run_1/class_map.png
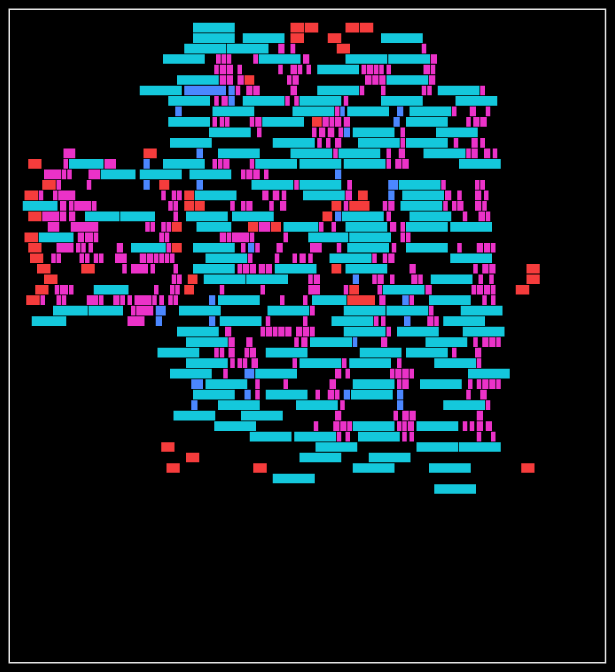
run_1/ff_map.png
Other sequential cells in the stronger grey, the rest of the logic in the fainter grey.
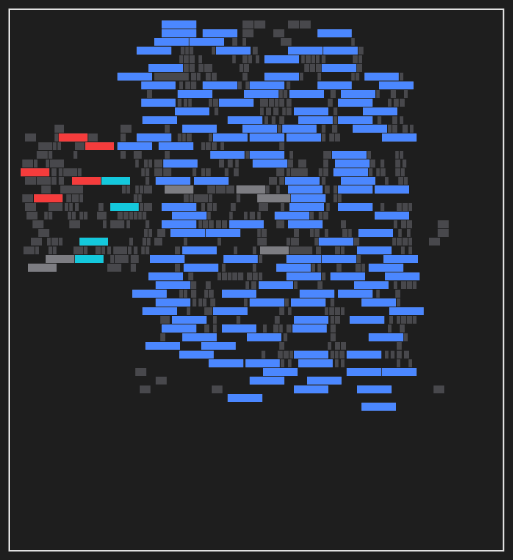
run_1/clock_nets.png
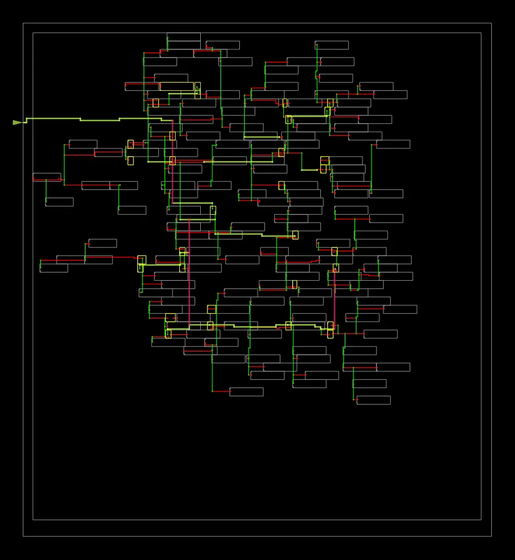
File: config.mk
export PLATFORM = sky130hd
export DESIGN_NAME = uart_rx_fifo
export DESIGN_NICKNAME = d
export VERILOG_FILES = /design/src/rtl/uart_pkg.sv /design/src/rtl/uart_edge_det.sv /design/src/rtl/uart_rx_fifo.sv
export SDC_FILE = /design/constraint.sdc
export NUM_CORES = 1
export LEC_CHECK = 0
export ABC_AREA = 1
export CAP_MARGIN = 20
export CORE_ASPECT_RATIO = 1.1
export CORE_MARGIN = 3
export CORE_UTILIZATION = 25
export CTS_BUF_LIST = sky130_fd_sc_hd__clkbuf_2
export DETAILED_ROUTE_END_ITERATION = 8
export HOLD_SLACK_MARGIN = 0.02
export SLEW_MARGIN = 20
export SYNTH_ARGS = -nofsm -noshare
export SYNTH_HDL_FRONTEND = slang
export SYNTH_SLANG_ARGS = --single-unit
File: constraint.sdc
create_clock -name Clk -period 4.07 [get_ports Clk]
set_input_delay 0.814 -clock Clk [delete_from_list [all_inputs] [get_ports Clk]]
set_output_delay 0.814 -clock Clk [all_outputs]
set_load 0.01 [all_outputs]
File: src/rtl/uart_pkg.sv
// uart_pkg: shared UART constants for the receiver, transmitter and rx buffer.
package uart_pkg;
  localparam int UART_DATA_BITS = 8;
  localparam int RX_FIFO_DEPTH = 16;
  localparam int RX_FIFO_AFULL_THRESH = 12;
  function automatic int rx_fifo_ptr_w(input int depth);
    return $clog2(depth);
  endfunction
  localparam int RX_FIFO_PTR_W = rx_fifo_ptr_w(RX_FIFO_DEPTH);
  localparam int RX_FIFO_CNT_W = RX_FIFO_PTR_W + 1;
endpackage

File: src/rtl/uart_edge_det.sv
// uart_edge_det: registered rising-edge detector, one-cycle pulse per low-to-high transition.
module uart_edge_det (
  input  logic Clk,
  input  logic Rst,
  input  logic sig,
  output logic rise
);
  logic sig_d;
  always_ff @(posedge Clk or posedge Rst)
    if (Rst) sig_d <= 1'b0;
    else sig_d <= sig;
  assign rise = sig & ~sig_d;
endmodule

File: src/rtl/uart_rx_fifo.sv
// uart_rx_fifo: FWFT receive buffer behind the UART receiver with occupancy and sticky overflow.
// Define UART_RX_FIFO_FLOWCTL_EN to drop Rts_Out while the buffer is almost full.
module uart_rx_fifo
  import uart_pkg::*;
#(
  parameter int DATA_BITS    = UART_DATA_BITS,
  parameter int DEPTH        = RX_FIFO_DEPTH,
  parameter int AFULL_THRESH = RX_FIFO_AFULL_THRESH
) (
  input  logic                     Clk,
  input  logic                     Rst,
  input  logic                     Push_In,
  input  logic [DATA_BITS-1:0]     Data_In,
  input  logic                     Pop_In,
  input  logic                     Rts_In,
  input  logic                     Clr_Err_In,
  output logic [DATA_BITS-1:0]     Data_Out,
  output logic                     Empty,
  output logic                     Full,
  output logic [$clog2(DEPTH):0]   Count,
  output logic                     Overflow,
  output logic                     Rts_Out
);
  localparam int PW = rx_fifo_ptr_w(DEPTH);
  localparam int CW = PW + 1;
  logic [DATA_BITS-1:0] mem [DEPTH];
  logic [PW-1:0] wptr, rptr;
  logic [CW-1:0] count_nxt;
  logic push, pop, wr, drop;
  uart_edge_det u_push_edge (.Clk(Clk), .Rst(Rst), .sig(Push_In), .rise(push));
  assign Empty = Count == '0;
  assign Full = Count == CW'(DEPTH);
  assign pop = Pop_In & ~Empty;
  // a pop frees the slot this cycle, so a push at Full still lands at the tail
  assign wr = push & (~Full | pop);
  assign drop = push & Full & ~pop;
  assign count_nxt = Count + CW'(wr) - CW'(pop);
  assign Data_Out = Empty ? '0 : mem[rptr];
  always_ff @(posedge Clk or posedge Rst)
    if (Rst) begin
      wptr <= '0;
      rptr <= '0;
      Count <= '0;
      Overflow <= 1'b0;
    end else begin
      if (wr) wptr <= wptr + 1'b1;
      if (pop) rptr <= rptr + 1'b1;
      Count <= count_nxt;
      Overflow <= drop | (Overflow & ~Clr_Err_In);
    end
  always_ff @(posedge Clk)
    if (wr) mem[wptr] <= Data_In;
`ifdef UART_RX_FIFO_FLOWCTL_EN
  localparam logic [CW-1:0] AF_SET = CW'(AFULL_THRESH);
  localparam logic [CW-1:0] AF_CLR = CW'(AFULL_THRESH - 1);
  logic afull;
  // one entry of hysteresis; the ==0 term covers a threshold of 1
  always_ff @(posedge Clk or posedge Rst)
    if (Rst) afull <= 1'b0;
    else afull <= (count_nxt >= AF_SET) ? 1'b1 :
                  ((count_nxt < AF_CLR) || (count_nxt == '0)) ? 1'b0 : afull;
  assign Rts_Out = Rts_In & ~afull;
`else
  assign Rts_Out = Rts_In;
`endif
endmodule

==> results.json, run 1 <==
{
  "cts_hold_buffers": 0,
  "syn_area_mm2": 0.00605,
  "ir_drop_uv": 392,
  "xor_share_pct": 1.30,
  "p_leak_uw": 0.00257,
  "crit_buf_inv": 3,
  "die_height_um": 169,
  "clk_share_pct": 2.82,
  "status": "finished clean",
  "num_vias": 3887,
  "ys_seq_share_pct": 69.8,
  "antenna_cells": 0,
  "fin_nets": 594,
  "flops": 143,
  "ys_sh_aoi_pct": 1.18,
  "wl_met1_um": 6320,
  "flop_cell": "edfxtp_1",
  "drt_iter0_drc": 288,
  "top_regs": "mem (128), Count (5)",
  "n_all_inverters": 22,
  "dp_slack_ns": 0.760,
  "logic_family": "simple AND/OR/NAND/NOR gates",
  "worstPathRequired_ns": 3.26,
  "buffer_area_share_pct": 6.43
}
Back to the opening pictures, class_map.png:
- blue: clock drivers and dummy loads (cells 32; share of their area 3.0%)
- red: remaining buffers and delay cells (cells 47; share of their area 6.8%)
- magenta: remaining logic cells (cells 360; share of their area 25%)
- cyan: registers (cells 143; share of their area 65%)

Back to the opening pictures, ff_map.png:
- red: Count (placed flops 5)
- cyan: wptr (placed flops 4; where middle left)
- blue: mem (placed flops 128)
- not coloured: 6
fin util: 29.1%
Seq area share: 61.3%
Seq. cell area: 0.00422 mm²
seq pwr: 1870 µW

Back to the opening pictures, clock_nets.png:
skew final: 0.0337 ns
CTS Sinks: 143
clk latency late pin: 0.69 ns
# clk buffers: 19

==> run 2: changes to the inputs <==
- CAP_MARGIN: 20 -> unset
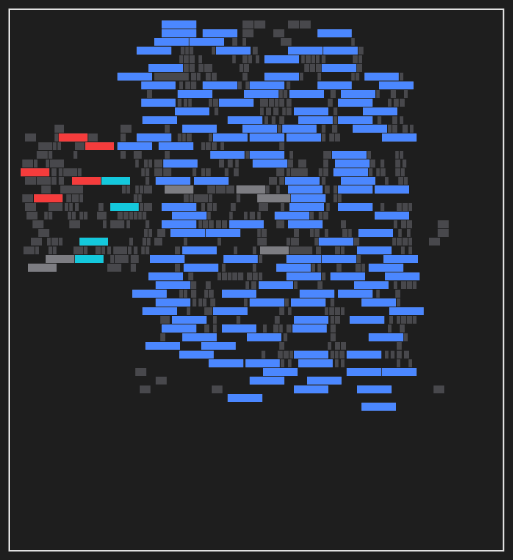
run_2/ff_map.png
Other sequential cells in the stronger grey, the rest of the logic in the fainter grey.
- blue: mem (placed flops 128)
- red: Count (placed flops 5)
- cyan: wptr (placed flops 4; where middle left)
- not coloured: 6

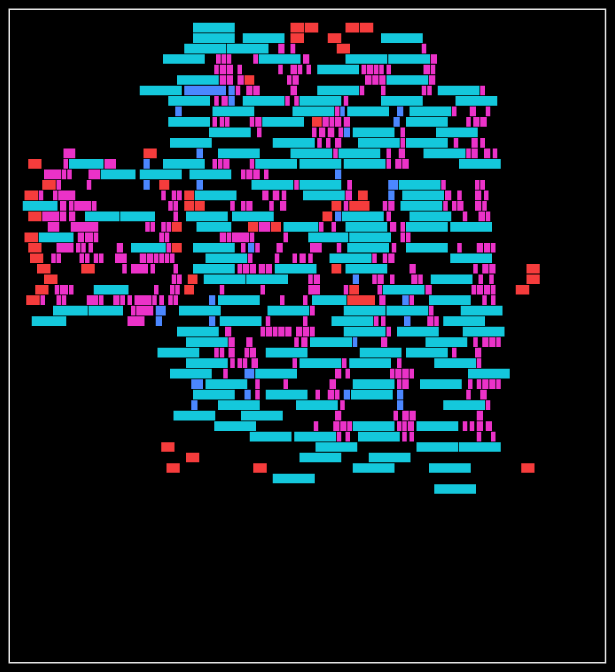
run_2/class_map.png
- cyan: registers (cells 143; share of their area 65%)
- magenta: remaining logic cells (cells 360; share of their area 25%)
- blue: clock drivers and dummy loads (cells 32; share of their area 3.0%)
- red: remaining buffers and delay cells (cells 47; share of their area 6.8%)
row count: 59
fin area: 0.00689 mm²
core area: 0.0237 mm²

==> run 2 against run 1 <==
  * Fmax did not move
  * Non-clock buffer count stayed put
  * Setup slack unchanged
  * Core utilization unchanged
  * Sequential cell count did not move
  * Largest cell class unchanged
  * Largest power group unchanged
==> results.json, run 2 <==
{
  "wl_met1_um": 6320,
  "dp_slack_ns": 0.760,
  "fin_nets": 594,
  "clock_latency_ns": 0.69,
  "flops": 143,
  "top_regs": "mem (128), Count (5)",
  "fin_worst_skew_ns": 0.0337,
  "antenna_cells": 0,
  "ys_sh_aoi_pct": 1.18,
  "clock-sinks": 143,
  "seq_power_uw": 1870,
  "logic_family": "simple AND/OR/NAND/NOR gates",
  "p_leak_uw": 0.00257,
  "syn_area_mm2": 0.00605,
  "num_vias": 3887,
  "fin_util_pct": 29.1,
  "register_area_mm2": 0.00422,
  "seqAreaFraction_pct": 61.3,
  "status": "finished clean",
  "cts_hold_buffers": 0,
  "ys_seq_share_pct": 69.8,
  "clk_share_pct": 2.82,
  "xor_share_pct": 1.30,
  "flop_cell": "edfxtp_1",
  "nClkBuffers": 19
}
Power figures rest on the tool's default switching activity, not on a simulated workload.
